--- src/rtl/sparserdes_pkg.sv ---
// Shared definitions for the sparse serial link: receiver states, line levels and frame sizing.
package sparserdes_pkg;

    typedef enum logic [1:0] {
        IDLE  = 2'd0,
        RECV  = 2'd1,
        DRAIN = 2'd2,
        DONE  = 2'd3
    } rx_state_e;

    localparam logic IDLE_LEVEL  = 1'b0;
    localparam logic START_LEVEL = 1'b1;

    function automatic int unsigned frame_len(input int unsigned addr_w);
        return 32'd1 << addr_w;
    endfunction

endpackage

--- src/rtl/sparse_frame_decoder_fifo.sv ---
// Small synchronous address FIFO with a register-file head; a pop in the same cycle
// always makes room for a push, even when full.
module addr_fifo #(
    parameter int unsigned WIDTH = 8,
    parameter int unsigned DEPTH = 4
) (
    input  logic             i_clk,
    input  logic             i_rst_n,
    input  logic             i_push,
    input  logic [WIDTH-1:0] i_data,
    input  logic             i_pop,
    output logic [WIDTH-1:0] o_head,
    output logic             o_empty,
    output logic             o_drained,
    output logic             o_drop
);

    localparam int unsigned PTR_W = $clog2(DEPTH);
    localparam int unsigned CNT_W = PTR_W + 1;
    localparam logic [CNT_W-1:0] FULL_CNT = CNT_W'(DEPTH);
    localparam logic [CNT_W-1:0] ONE_CNT  = CNT_W'(1);

    logic [WIDTH-1:0] r_mem [DEPTH];
    logic [PTR_W-1:0] r_rd;
    logic [PTR_W-1:0] r_wr;
    logic [CNT_W-1:0] r_count;

    logic w_full;
    logic w_pop;
    logic w_push;

    assign w_full  = (r_count == FULL_CNT);
    assign w_pop   = i_pop && (r_count != '0);
    assign w_push  = i_push && (!w_full || w_pop);

    assign o_head    = r_mem[r_rd];
    assign o_empty   = (r_count == '0);
    // Empty after this edge, given that no push arrives alongside the pop.
    assign o_drained = o_empty || ((r_count == ONE_CNT) && w_pop && !i_push);
    assign o_drop    = i_push && w_full && !w_pop;

    always_ff @(posedge i_clk) begin
        if (!i_rst_n) begin
            r_rd    <= '0;
            r_wr    <= '0;
            r_count <= '0;
            for (int unsigned i = 0; i < DEPTH; i++) begin
                r_mem[i] <= '0;
            end
        end else begin
            if (w_push) begin
                r_mem[r_wr] <= i_data;
                r_wr        <= r_wr + 1'b1;
            end
            if (w_pop) begin
                r_rd <= r_rd + 1'b1;
            end
            case ({w_push, w_pop})
                2'b10:   r_count <= r_count + 1'b1;
                2'b01:   r_count <= r_count - 1'b1;
                default: r_count <= r_count;
            endcase
        end
    end

endmodule

--- src/rtl/sparse_frame_decoder.sv ---
// Sparse link receiver: finds a start bit, samples one frame of occupancy bits and
// emits the index of every set bit over a valid/ready address stream.
module sparse_frame_decoder #(
    parameter int unsigned ADDR_W     = 8,
    parameter int unsigned FIFO_DEPTH = 4
) (
    input  logic              clk,
    input  logic              rst_n,
    input  logic              enable,
    input  logic              bitstream_in,
    output logic [ADDR_W-1:0] addr_out,
    output logic              addr_valid,
    input  logic              addr_ready,
    output logic              busy,
    output logic              done,
    output logic              overflow
);

    import sparserdes_pkg::*;

    localparam int unsigned       FRAME_LEN = frame_len(ADDR_W);
    localparam logic [ADDR_W-1:0] LAST_IDX  = ADDR_W'(FRAME_LEN - 1);

    rx_state_e         r_state;
    logic [ADDR_W-1:0] r_cnt;
    logic              r_overflow;

    logic w_push;
    logic w_empty;
    logic w_drained;
    logic w_drop;

    assign w_push = enable && (r_state == RECV) && bitstream_in;

    addr_fifo #(
        .WIDTH (ADDR_W),
        .DEPTH (FIFO_DEPTH)
    ) u_fifo (
        .i_clk     (clk),
        .i_rst_n   (rst_n),
        .i_push    (w_push),
        .i_data    (r_cnt),
        .i_pop     (addr_ready),
        .o_head    (addr_out),
        .o_empty   (w_empty),
        .o_drained (w_drained),
        .o_drop    (w_drop)
    );

    always_ff @(posedge clk) begin
        if (!rst_n) begin
            r_state    <= IDLE;
            r_cnt      <= '0;
            r_overflow <= 1'b0;
        end else begin
            if (w_drop) begin
                r_overflow <= 1'b1;
            end
            if (enable) begin
                unique case (r_state)
                    IDLE: begin
                        if (bitstream_in == START_LEVEL) begin
                            r_state    <= RECV;
                            r_cnt      <= '0;
                            r_overflow <= 1'b0;
                        end
                    end
                    RECV: begin
                        if (r_cnt == LAST_IDX) begin
                            r_state <= DRAIN;
                        end else begin
                            r_cnt <= r_cnt + 1'b1;
                        end
                    end
                    // Lookahead lets the last pop and the move to DONE share an edge.
                    DRAIN: begin
                        if (w_drained) begin
                            r_state <= DONE;
                        end
                    end
                    DONE:    r_state <= IDLE;
                    default: r_state <= IDLE;
                endcase
            end
        end
    end

    assign addr_valid = !w_empty;
    assign busy       = (r_state != IDLE);
    assign done       = (r_state == DONE);
    assign overflow   = r_overflow;

endmodule

--- config.mk ---
export PLATFORM = sky130hd
export DESIGN_NAME = sparse_frame_decoder
export DESIGN_NICKNAME = d
export VERILOG_FILES = /design/src/rtl/sparserdes_pkg.sv /design/src/rtl/sparse_frame_decoder_fifo.sv /design/src/rtl/sparse_frame_decoder.sv
export SDC_FILE = /design/constraint.sdc
export NUM_CORES = 1
export LEC_CHECK = 0
export ABC_AREA = 1
export CORE_MARGIN = 2
export CORE_UTILIZATION = 62
export CTS_CLUSTER_DIAMETER = 120
export DETAILED_ROUTE_END_ITERATION = 16
export PLACE_DENSITY = 0.88
export REMOVE_ABC_BUFFERS = 1
export SLEW_MARGIN = 40
export SYNTH_ARGS = -nofsm -noshare
export SYNTH_HDL_FRONTEND = slang
export SYNTH_HIERARCHICAL = 1
export SYNTH_SLANG_ARGS = --single-unit
--- constraint.sdc ---
create_clock -name clk -period 6.5 [get_ports clk]
set_input_delay 0.975 -clock clk [delete_from_list [all_inputs] [get_ports clk]]
set_output_delay 0.975 -clock clk [all_outputs]
set_load 0.02 [all_outputs]
Figure 1. Clock wiring as the flow saved it (run 1).
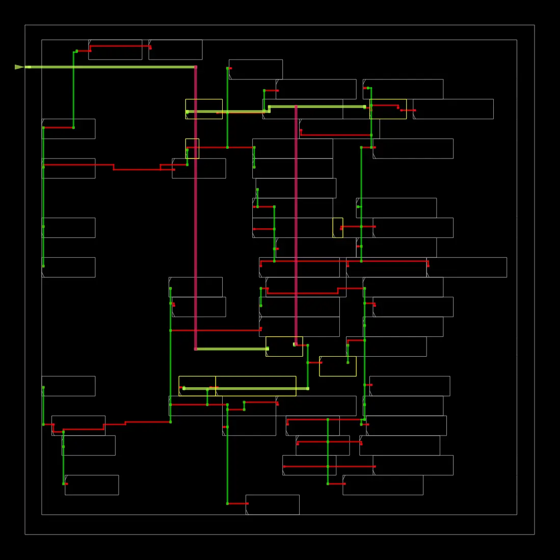
sequential cell count: 52
worst clock skew on the final layout: 2.69 ps
Clk Latency, worst-skew pair: 300 ps
clock network power: 0.214 mW

Figure 2. Local utilization (run 1).
Drawn at 6 px/um. 7 x 7 tiles, from black (low) to pale yellow (high), 0 to 100% covered.
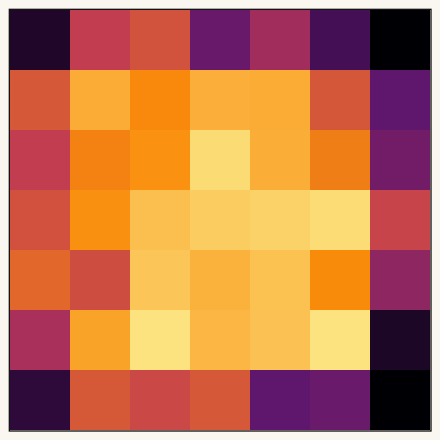
emptiest ninth of the die: top right
nearly empty tiles: 4.1%
mean over tiles: 60%
floorplan core area: 0.00426 sq mm
pre-placement core utilization: 0.634

Figure 3. Pin placement (run 1).
Drawn at 6 px/um. Pins as bars across the die edge, other pins in gray.
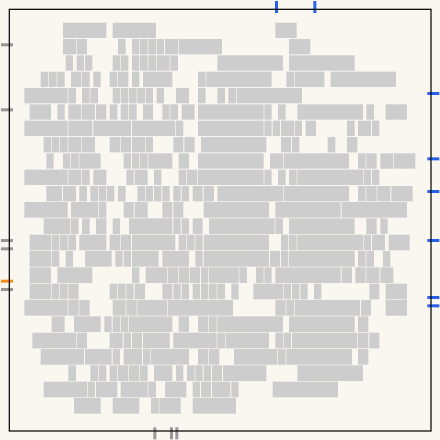
[enable] orange | pins: 1 | direction: input | edge: left
[addr_out] blue | pins: 8 | direction: output | edge: 6 right, 2 top
all pins by edge: 6 right, 6 left, 3 bottom, 2 top
die boundary height: 70.0 um
horizontal die dimension: 70.0 um

Figure 4. Placement by cell class (run 1).
Drawn at 4 px/um.
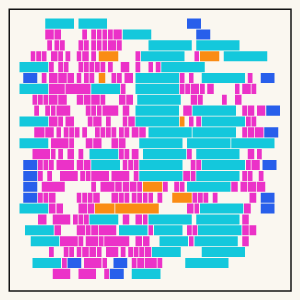
[remaining logic cells] magenta | cells: 259
[registers] cyan | cells: 52
[remaining buffers and delay cells] blue | cells: 16
[clock drivers and dummy loads] orange | cells: 8
flop share of the area: 0.455
row cnt: 24
final core occ: 0.701

==> impl_metrics.tcl, run 1 <==
# metrics dict for downstream scripts
set metrics [dict create \
    status "finished, final reports clean" \
    leading_cell_type_by_number_of_instances_after_synthesis "sky130_fd_sc_hd__nor2_1" \
    global_route.usage.total 0.212 \
    min-delay-start "u_fifo/r_rd[1]$_SDFFE_PN0P_" \
    wl_met2_um 2390 \
    post_synth_edffs 32 \
    postRouteAntennaNets 0 \
    synth.top_cells.by_area "sky130_fd_sc_hd__edfxtp_1 (36%), sky130_fd_sc_hd__dfxtp_1 (15%), sky130_fd_sc_hd__nor2_1 (7.6%), sky130_fd_sc_hd__inv_1 (7.5%), sky130_fd_sc_hd__nand2_1 (6.4%)" \
    cts_max_path_buffers 2 \
    synth_cell_type_count 28 \
    layout_top_cell_excl_fill_tap "sky130_fd_sc_hd__nor2_1" \
    detail_route.wirelength.met1_um 2050 \
    regArea_sq_mm 0.00136 \
    wp_data_arrival_ps 2160 \
    max_stage_delay_ps 640 \
    global_route.peak_usage_layer "met2" \
    powerDensity_mw_per_mm2 295 \
    top_power_group "sequential cells" \
    totalNegativeSetupSlack_ps 0 \
    top_cells_by_count "sky130_fd_sc_hd__nor2_1 (55), sky130_fd_sc_hd__inv_1 (54), sky130_fd_sc_hd__nand2_1 (46), sky130_fd_sc_hd__edfxtp_1 (32), sky130_fd_sc_hd__o21ai_0 (26)" \
    ys_cells 318 \
    p_seq_frac 0.455 \
    crit_buf_inv 2 \
    topCombFamilyByArea "simple AND/OR/NAND/NOR gates" \
    global_route_met1_usage 0.250 \
    timing.final.crit_share 0.482 \
    cp_cell_sequence "inv_1 -> o21ai_0 -> o22ai_1 -> clkdlybuf4s50_1" \
    final_net_count 350 \
    netlist_instances 318 \
    largest_register_ffs 32 \
    adder_share 0.0509 \
    yosysChipArea_sq_mm 0.00270 \
    wl_per_cell_um 12.6 \
    hold_wc_path_type "reg -> reg" \
    synth_async_sr_flop_share 0 \
    largest_cell_class "sequential cells" \
    combinationalPower_mw 0.267 \
    maxCapViolations 0 \
    netSwitchingFraction 0.324 \
    grt_start_max_net_pins 23 \
    min_delay_path_depth 2 \
    power_frac_comb 0.302 \
    hold_viol_final 0 \
    number_of_global_route_vias_before_repair 1868 \
    detailed_place.area_sq_mm 0.00288 \
    crit_cells 4 \
    logic_gates 204 \
    top_logic_cells_by_instance_count_in_the_layout "sky130_fd_sc_hd__nor2_1 (55), sky130_fd_sc_hd__inv_1 (54), sky130_fd_sc_hd__nand2_1 (46)" \
    muxShareOfSynthArea 0 \
    dp_worst_setup_slack_ps 3130 \
    clkPwrFrac 0.243 \
    postCtsHoldBufs 0 \
    diodes 0 \
    slew_headroom 0.476 \
    route.detailed.drc 0 \
    number_of_antenna_violations_at_the_first_check_in_global_routing 0 \
    cts-htree-levels 2 \
    nWellTaps 52 \
    routed_wirelength_um 4880 \
    worst_r2r_endpoint "u_fifo/r_mem[0][4]$_SDFFCE_PN0P_" \
    layout_min_cycle_time_ps 3130 \
    syn_area_sq_mm 0.00270 \
    clk_pin_slew_worst_paths_ps 90 \
    slowest_library_cell_on_the_worst_path "sky130_fd_sc_hd__dfxtp_1" \
    top_area_cell "sky130_fd_sc_hd__edfxtp_1" \
    vias 2066 \
    first_pass_grt_wire_length_um 8070 \
    crit_required_ps 5520 \
    drt_first_pass_iters 5 \
    synth.cellmix.xorXnorShare 0.00648 \
    irDropWorstVdd_uv 194 \
    fmax_mhz 319 \
    layout.buffer.nonclock.area_share 0.0536 \
    cts-root-buf "sky130_fd_sc_hd__clkbuf_8" \
    route.met3.wl_um 260 \
    io_count 17 \
    setup_ws_ps 3370 \
    syn_area_per_cell_sq_um 8.50 \
    yosys.area.top_type_share 0.355 \
    met2_usage 0.365 \
    ys_seq_elements 52 \
    clock_sinks 52 \
    highest_layer "met4" \
    grt_setup_unrepaired "false" \
    fillCellCount 314 \
    post_cts_buffers 0 \
    numPlacedInstances 379 \
    timing.rr.start "r_state[1]$_SDFFE_PN0P_" \
    cp-end-kind "primary output" \
    chip_area_sq_mm 0.00491 \
    worst_path_dominant_cell_family "buffers and inverters" \
    synth.cellmix.simpleShare 0.244 \
]
## Run 2: what changed since run 1
CORE_UTILIZATION = 59   (was 62)
PLACE_DENSITY = 0.84   (was 0.88)
clock period = 2.9 ns   (was 6.5 ns; I/O delays follow)
Figure 5. Placement by cell class (run 2).
Drawn at 4 px/um.
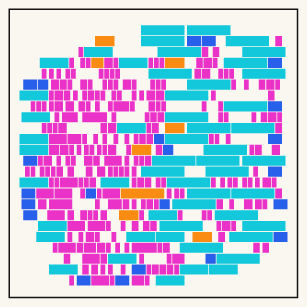
[clock drivers and dummy loads] orange | cells: 8
[registers] cyan | cells: 52
[remaining logic cells] magenta | cells: 259
[remaining buffers and delay cells] blue | cells: 22
flop share of the area: 0.446
floorplan core area: 0.00438 sq mm
final core occ: 0.695

==> run 2 against run 1 <==
  * Critical path depth increased by 1
  * Synthesized area did not move
  * Design area increased by 2.0%
  * First-iteration DRC count rose by 1.8%
  * Clock skew rose by 3.4 ps
  * Clock power rose by 140%
  * Combinational power rose by 140%
  * Total power increased by 130%
  * Critical path type unchanged
  * Largest cell class unchanged
  * Largest power group unchanged
==> impl_metrics.tcl, run 2 <==
# metrics dict for downstream scripts
set metrics [dict create \
    wl_per_cell_um 13.0 \
    top_logic_cells_by_instance_count_in_the_layout "sky130_fd_sc_hd__nor2_1 (55), sky130_fd_sc_hd__inv_1 (54), sky130_fd_sc_hd__nand2_1 (46)" \
    global_route.peak_usage_layer "met2" \
    timing.final.crit_share 0.852 \
    final_net_count 356 \
    cp-end-kind "primary output" \
    clock_sinks 52 \
    detailed_place.area_sq_mm 0.00293 \
    first_pass_grt_wire_length_um 9170 \
    postCtsHoldBufs 0 \
    grt_setup_unrepaired "false" \
    min-delay-start "u_fifo/r_rd[0]$_SDFFE_PN0P_" \
    detail_route.wirelength.met1_um 2340 \
    vias 2074 \
    top_area_cell "sky130_fd_sc_hd__edfxtp_1" \
    top_power_group "sequential cells" \
    die_w_um 71.7 \
    clkPwrFrac 0.255 \
    drt_first_pass_iters 4 \
    grt_start_max_net_pins 18 \
    layout.buffer.nonclock.area_share 0.0673 \
    clk_pin_slew_worst_paths_ps 90 \
    chip_area_sq_mm 0.00514 \
    worst_r2r_endpoint "u_fifo/r_count[2]$_SDFFE_PN0P_" \
    irDropWorstVdd_uv 370 \
    status "finished, final reports clean" \
    netSwitchingFraction 0.326 \
    fillCellCount 341 \
    nWellTaps 52 \
    std_cell_rows 24 \
    p_seq_frac 0.432 \
    post_cts_buffers 0 \
    topCombFamilyByArea "simple AND/OR/NAND/NOR gates" \
    timing.rr.start "r_state[1]$_SDFFE_PN0P_" \
    ys_cells 318 \
    crit_buf_inv 3 \
    totalNegativeSetupSlack_ps 0 \
    post_synth_edffs 32 \
    number_of_antenna_violations_at_the_first_check_in_global_routing 0 \
    wl_met2_um 2540 \
    floorplanUtilization 0.617 \
    diodes 0 \
    io_count 17 \
    netlist_instances 318 \
    synth_cell_type_count 28 \
    syn_area_per_cell_sq_um 8.50 \
    worst_path_dominant_cell_family "buffers and inverters" \
    number_of_global_route_vias_before_repair 2056 \
    largest_cell_class "sequential cells" \
    numPlacedInstances 385 \
    ys_seq_elements 52 \
    crit_cells 5 \
    crit_required_ps 2470 \
    adder_share 0.0509 \
    highest_layer "met4" \
    clock_net_power_mw 0.521 \
    hold_viol_final 0 \
    route.met3.wl_um 163 \
    setup_ws_ps 428 \
    dp_worst_setup_slack_ps 533 \
    yosysChipArea_sq_mm 0.00270 \
    cp_cell_sequence "buf_4 -> inv_1 -> o21ai_0 -> o22ai_1 -> clkdlybuf4s50_1" \
]
No activity file was given, so power comes from the tool's default toggle rates.
